### Floorplan with the power grid, run 1

Drawn at 3 px/um. Pins as bars on the die edge.
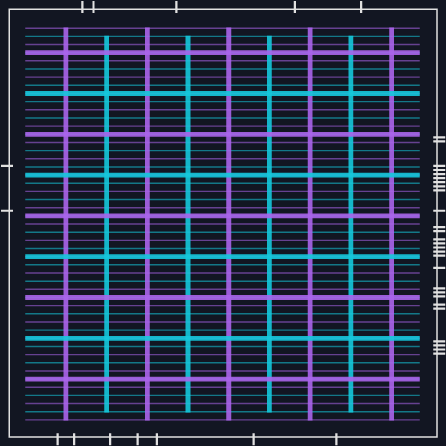
### Selected gate families, run 1

Drawn at 2 px/um.
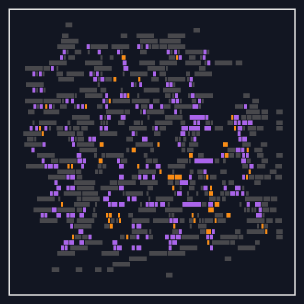
### Routed metal, one colour a layer, run 1

Drawn at 3 px/um.
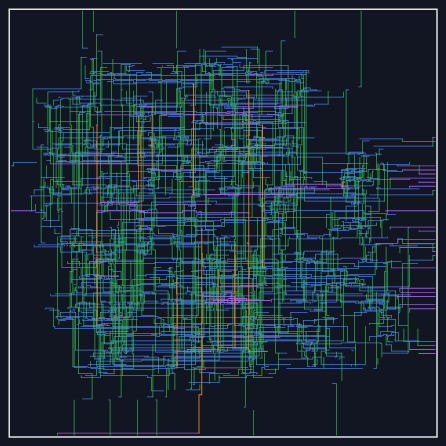
### src/rtl/pc_stack_unit.sv
// Program-counter stack: DEPTH levels of PC_WIDTH counters with one encoded PC
// operation per cycle (inc/jump/branch/call/ret), plus sticky error reporting.
module pc_stack_unit #(
  parameter int                  PC_WIDTH     = 9,
  parameter int                  DEPTH        = 8,
  parameter int                  OFF_WIDTH    = 9,
  parameter logic [PC_WIDTH-1:0] RESET_VECTOR = '0,
  parameter bit                  HALT_ON_ERR  = 1'b0,
  localparam int                 LVL_W        = (DEPTH > 2) ? $clog2(DEPTH) : 1
) (
  input  logic                 clk,
  input  logic                 rst_n,
  input  logic [2:0]           op,
  input  logic [PC_WIDTH-1:0]  target,
  input  logic [OFF_WIDTH-1:0] offset,
  input  logic                 err_clr,
  output logic [PC_WIDTH-1:0]  pc_out,
  output logic [LVL_W-1:0]     lvl,
  output logic                 full,
  output logic                 empty,
  output logic                 err,
  output logic [1:0]           err_code
);

  typedef enum logic [2:0] {
    OP_NOP    = 3'd0,
    OP_INC    = 3'd1,
    OP_JUMP   = 3'd2,
    OP_BRANCH = 3'd3,
    OP_CALL   = 3'd4,
    OP_RET    = 3'd5,
    OP_RSV6   = 3'd6,
    OP_RSV7   = 3'd7
  } op_e;

  typedef enum logic [1:0] {
    ERR_NONE  = 2'd0,
    ERR_OVER  = 2'd1,
    ERR_UNDER = 2'd2,
    ERR_RSV   = 2'd3
  } err_e;

  logic [PC_WIDTH-1:0] bank_q [DEPTH];
  logic [LVL_W-1:0]    lvl_q, lvl_d, lvl_inc;
  logic                err_q, err_d;
  err_e                err_code_q, err_code_d;

  logic [PC_WIDTH-1:0] cur_pc, cur_d;
  logic                cur_wr, push, halted, new_err;
  err_e                new_code;

  assign cur_pc   = bank_q[lvl_q];
  assign lvl_inc  = lvl_q + LVL_W'(1);
  assign halted   = HALT_ON_ERR && err_q;

  assign pc_out   = cur_pc;
  assign lvl      = lvl_q;
  assign full     = (lvl_q == LVL_W'(DEPTH - 1));
  assign empty    = (lvl_q == '0);
  assign err      = err_q;
  assign err_code = err_code_q;

  always_comb begin
    // NOTE: every output of this block gets a default first, so no path can infer a latch.
    cur_wr     = 1'b0;
    cur_d      = cur_pc;
    push       = 1'b0;
    lvl_d      = lvl_q;
    new_err    = 1'b0;
    new_code   = ERR_NONE;
    err_d      = err_q;
    err_code_d = err_code_q;

    if (!halted) begin
      case (op_e'(op))
        OP_INC: begin
          cur_wr = 1'b1;
          cur_d  = cur_pc + PC_WIDTH'(1);
        end
        OP_JUMP: begin
          cur_wr = 1'b1;
          cur_d  = target;
        end
        OP_BRANCH: begin
          cur_wr = 1'b1;
          cur_d  = cur_pc + PC_WIDTH'($signed(offset));
        end
        OP_CALL: begin
          if (full) begin
            new_err  = 1'b1;
            new_code = ERR_OVER;
          end else begin
            cur_wr = 1'b1;
            cur_d  = cur_pc + PC_WIDTH'(1);
            push   = 1'b1;
            lvl_d  = lvl_inc;
          end
        end
        OP_RET: begin
          if (empty) begin
            new_err  = 1'b1;
            new_code = ERR_UNDER;
          end else begin
            lvl_d = lvl_q - LVL_W'(1);
          end
        end
        OP_RSV6, OP_RSV7: begin
          new_err  = 1'b1;
          new_code = ERR_RSV;
        end
        default: ;
      endcase
    end

    // The first error since the last clear is kept; a clear coinciding with a new error loses.
    if (new_err) begin
      err_d      = 1'b1;
      err_code_d = (err_q && !err_clr) ? err_code_q : new_code;
    end else if (err_clr) begin
      err_d      = 1'b0;
      err_code_d = ERR_NONE;
    end
  end

  // NOTE: sequential state uses non-blocking assignments only, so all registers update together.
  always_ff @(posedge clk or negedge rst_n) begin
    if (!rst_n) begin
      // NOTE: the stack storage is reset too, since every level must read RESET_VECTOR afterwards.
      for (int i = 0; i < DEPTH; i++) bank_q[i] <= RESET_VECTOR;
      lvl_q      <= '0;
      err_q      <= 1'b0;
      err_code_q <= ERR_NONE;
    end else begin
      if (cur_wr) bank_q[lvl_q]   <= cur_d;
      if (push)   bank_q[lvl_inc] <= target;
      lvl_q      <= lvl_d;
      err_q      <= err_d;
      err_code_q <= err_code_d;
    end
  end

endmodule

### config.mk
export PLATFORM = sky130hd
export DESIGN_NAME = pc_stack_unit
export DESIGN_NICKNAME = d
export VERILOG_FILES = /design/src/rtl/pc_stack_unit.sv
export SDC_FILE = /design/constraint.sdc
export NUM_CORES = 1
export LEC_CHECK = 0
export CAP_MARGIN = 20
export CORE_MARGIN = 5
export CORE_UTILIZATION = 30
export CTS_CLUSTER_DIAMETER = 60
export DETAILED_ROUTE_END_ITERATION = 16
export PLACE_DENSITY_LB_ADDON = 0.15
export SLEW_MARGIN = 20
export SYNTH_ARGS = -nofsm -noshare
export SYNTH_HDL_FRONTEND = slang
export SYNTH_SLANG_ARGS = --single-unit
### constraint.sdc
create_clock -name clk -period 11.5 [get_ports clk]
set_clock_uncertainty 0.2 [all_clocks]
set_input_delay 1.725 -clock clk [delete_from_list [all_inputs] [get_ports clk]]
set_output_delay 1.725 -clock clk [all_outputs]
set_load 0.01 [all_outputs]
==> impl_metrics.env, run 1 <==
# source this file to load flow results
export IMPL_avgSynthCellArea_um2=8.975
export IMPL_timing_rr_start="lvl[0]$_DFFE_PN0P_"
export IMPL_warnings=28
export IMPL_status="completed"
export IMPL_p_leak_nw=2.387
export IMPL_fmax_ghz=0.1982
export IMPL_antenna_found_initial=0
export IMPL_power_frac_seq_pct=25.1
export IMPL_vias_per_cell=5.558
export IMPL_antennaDiodeCount=0
export IMPL_topCombFamilyByArea="AND-OR/OR-AND gates"
export IMPL_met2_length_um=7711
export IMPL_placed_cell_area_um2=5756
export IMPL_synth_area_um2=5233
export IMPL_finalHoldViolCount=0
export IMPL_timing_hold_ws_ns=0.2874
export IMPL_top_cells_by_area="dfrtp_1 37%, nand2_1 6.0%, o21ai_0 5.2%"
export IMPL_hold_buffers=0
export IMPL_power_density_nw_per_um2=303.2
export IMPL_nets=640
export IMPL_min_from="err_code[1]$_DFFE_PN0P_"
export IMPL_groute_layer_met2_usage_pct=25.96
export IMPL_drt_iter0_markers=393
export IMPL_drtAntennaViolNets=0
export IMPL_startpoint="lvl[0]$_DFFE_PN0P_"
export IMPL_max_slew_margin_rel_pct=30.55
export IMPL_numCtsBuffers=9
export IMPL_clk_pin_slew_worst_paths_ns=0.06
export IMPL_maxCapViolations=0
export IMPL_worst_slack_ns=6.455
export IMPL_finalCoreUtilization_pct=35.45
export IMPL_finalWeightedCongestion=0.8667
export IMPL_pre_cts_slack_ns=6.400
export IMPL_crit_type="flop to output pin"
export IMPL_grtUsageTotal_pct=17.58
export IMPL_total_power_mw=1.846
export IMPL_sw_frac_of_total_pct=44.89
export IMPL_comb_power_share_pct=57.8
export IMPL_ios=41
export IMPL_grtUsageMet1_pct=25.82
export IMPL_htreeDepth=3
export IMPL_post_cts_buffers=0
export IMPL_worst_pin_slew_ns=1.038
export IMPL_cts_tree="built"
export IMPL_layout_drive_gt1_share_pct=9.226
## Picture notes: 'Floorplan with the power grid'
| net | colour |
|---|---|
| VDD | cyan |
| VSS | purple |
rows: 48
signal pins: 41
met4 straps: 9
met1 rails: 49
met5 straps: 9
Die X: 142.1 um
Core ar.: 17180 um2
die height: 142.1 um
IR drop worst, VDD: 0.1288 mV

## Picture notes: 'Selected gate families'
| family | colour | cells | most used |
|---|---|---|---|
| NOR gates | orange | 52 | nor2_1 |
| inverting AOI/OAI gates | purple | 191 | o21ai_0 |
fin cells: 832
Comb area share: 49.70%
Top cell excl fill/tap: nand2_1

## Picture notes: 'Routed metal, one colour a layer'
| layer | colour | wire length |
|---|---|---|
| metal 1 | blue | 8300 um |
| metal 4 | orange | 479 um |
| metal 2 | green | 7710 um |
| metal 3 | purple | 1070 um |
average wire per standard cell: 21.11 um
vias post-DR: 4624
routed wire length: 17560 um

==> run 1: area by class of cell <==
| cell class | instances | area (um2) |
|---|---|---|
| repair buffers | 49 | 469.2 |
| flip-flops and latches | 78 | 1952 |
| clock inverters | 7 | 97.59 |
| fillers | 1784 | 11090 |
| clock buffers | 9 | 225.2 |
| inverters | 10 | 37.54 |
| well taps | 225 | 281.5 |
| multi-input cells | 454 | 3027 |
==> run 1: worst max path at each step <==
stage | end | slack (ns)
global route | pc_out[6] | 6.29
global placement | bank_q[52]$_DFF_PN0_ | 6.43
CTS | pc_out[6] | 6.49
finish | pc_out[6] | 6.46
detailed placement | bank_q[7]$_DFF_PN0_ | 6.40
floorplan | bank_q[15]$_DFF_PN0_ | 7.55
==> run 1: synth_stat cells (6+ instances only) <==
| master | count |
|---|---|
| nor2b_1 | 6 |
| mux4_2 | 9 |
| xnor2_1 | 8 |
| o31ai_1 | 9 |
| o21ai_0 | 54 |
| a22o_1 | 8 |
| nand3_1 | 9 |
| a211oi_1 | 6 |
| dfrtp_1 | 78 |
| clkbuf_1 | 20 |
| ha_1 | 13 |
| buf_1 | 6 |
| inv_1 | 7 |
| nand2b_1 | 9 |
| a21oi_1 | 28 |
| nand2_1 | 83 |
| mux2i_1 | 24 |
| and3_1 | 10 |
| buf_2 | 7 |
| nor2_1 | 35 |
| o21ai_1 | 37 |
| o22ai_1 | 9 |
| a22oi_1 | 25 |
==> run 1: worst max-delay path, stage by stage (launching register included) <==
cell and delay [ns]:
dfrtp_1 0.36, buf_4 0.29, nor2b_1 0.50, a221oi_1 0.17
o2bb2ai_1 0.72, clkdlybuf4s50_1 0.69
==> run 1: sequential cells by signal, indices dropped and copies added (netlist names) <==
signal	flops
bank_q	72
err	1
err_code	2
lvl	3
### Clock distribution, run 1

Drawn at 2 px/um.
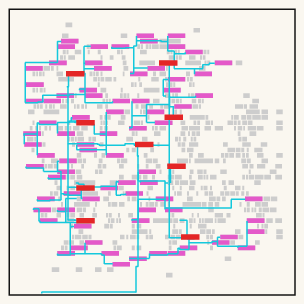

==> run 2, diff against run 1 <==
Clock period 11.5 ns to 4.7 ns, I/O delays scaled along.
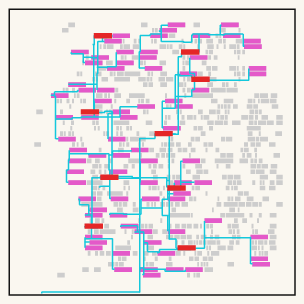
*Clock distribution, run 2*
Drawn at 2 px/um.
[clock wires] cyan | length: 1240 um
[clock drivers] red | count: 9
[flip-flops] magenta | count: 78
routed clock nets: 10

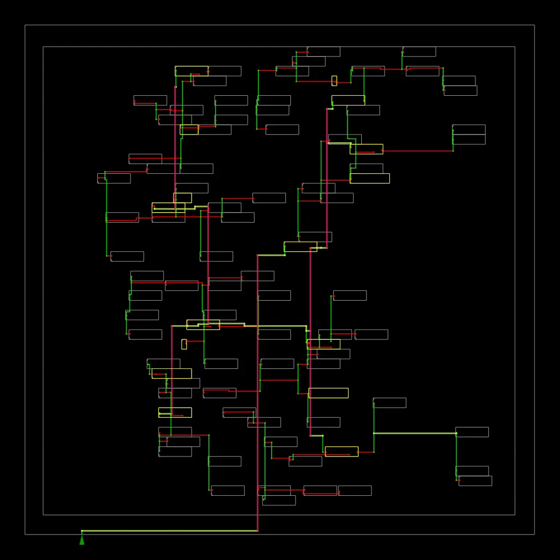
*The clock network, run 2*
CLK BUF: 13
Clk Latency, worst-skew pair: 0.36 ns
registers: 78

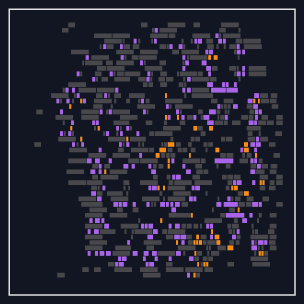
*Selected gate families, run 2*
Drawn at 2 px/um.
| family | colour | cells | most used |
|---|---|---|---|
| inverting AOI/OAI gates | purple | 191 | o21ai_0 |
| NOR gates | orange | 52 | nor2_1 |
fin cells: 854
Comb area share: 48.24%

==> impl_metrics.env, run 2 <==
# source this file to load flow results
export IMPL_coreArea_um2=17180
export IMPL_grtUsageMet1_pct=26.44
export IMPL_power_density_nw_per_um2=735.4
export IMPL_status="completed"
export IMPL_hold_buffers=0
export IMPL_largest_register_ffs=72
export IMPL_critPathMaxStageDelay_ns=0.76
export IMPL_flop_area_um2=1952
export IMPL_comb_area_um2=3034
export IMPL_worst_pin_slew_ns=0.8817
export IMPL_synthTopCellsByCount="83 x nand2_1, 78 x dfrtp_1, 54 x o21ai_0"
export IMPL_clk_pin_slew_worst_paths_ns=0.07
export IMPL_regMostFlops="bank_q"
export IMPL_fill_cells=1803
export IMPL_worst_slack_ns=0.3537
export IMPL_grtUsageTotal_pct=19.19
export IMPL_finalCoreUtilization_pct=36.62
export IMPL_wl_per_cell_um=22.24
export IMPL_die_w_um=142.1
export IMPL_cp_num_buf_inv=1
export IMPL_vias_per_cell=5.651
export IMPL_comb_power_share_pct=56.7
export IMPL_topCombFamilyByArea="AND-OR/OR-AND gates"
export IMPL_startpoint="lvl[1]$_DFFE_PN0P_"
## run 2: cell types whose count changed in the layout (fill, tap and decap cells not counted), sizes merged
cell	delta
buf	+22
bufinv	+1
clkbuf	+4
clkinvlp	-2
inv	-1
clkinv	-2
## run 2: metrics by stage
stage | power, mW | hold WS (ns)
3_3_place_gp | 3.733 | 0.2788
5_1_grt | 4.946 | 0.2762
2_1_floorplan | 2.900 | 0.2094
4_1_cts | 4.625 | 0.2976
6_report | 4.626 | 0.2013
3_5_place_dp | 3.770 | 0.2777
## run 2: final cells by class
cell class | instances | area share [%]
multi-input cells | 454 | 48.24
flip-flops and latches | 78 | 31.03
repair buffers | 71 | 10.09
well taps | 225 | 4.476
clock buffers | 13 | 4.138
clock inverters | 3 | 1.432
inverters | 10 | 0.5968
## run 2: worst register-to-register path: cells and delay by family (launching register included)
family	cells	cell delay, ns
AOI/OAI and AO/OA	6	1.54
muxes	2	0.77
DFF	1	0.76
adders and majority gates	2	0.69
buffers and inverters	1	0.15
xor gates and xnor gates	1	0.10
## run 2: how the worst max path moves through the flow
stage / to / cells after the start
CTS: bank_q[35]$_DFF_PN0_ / 12
floorplan: bank_q[15]$_DFF_PN0_ / 15
global placement: bank_q[44]$_DFF_PN0_ / 12
finish: bank_q[15]$_DFF_PN0_ / 12
detailed placement: bank_q[35]$_DFF_PN0_ / 12
global route: bank_q[35]$_DFF_PN0_ / 12
## run 2: routing by layer
metal | vias to the layer above | share of wire, %
li1 | 2224 | -
met1 | 2355 | 44
met2 | 218 | 45
met3 | 29 | 8.1
met4 | 0 | 2.5
met5 | - | 0
## run 2: cell families after synthesis
group / Yosys count
xor gates and xnor gates: 11
muxes: 39
AOI/OAI and AO/OA: 212
DFF: 78
and+or+nand+nor: 178
adders and majority gates: 14
buffers and inverters: 51
Power figures rest on the tool's default switching activity, not on a simulated workload.
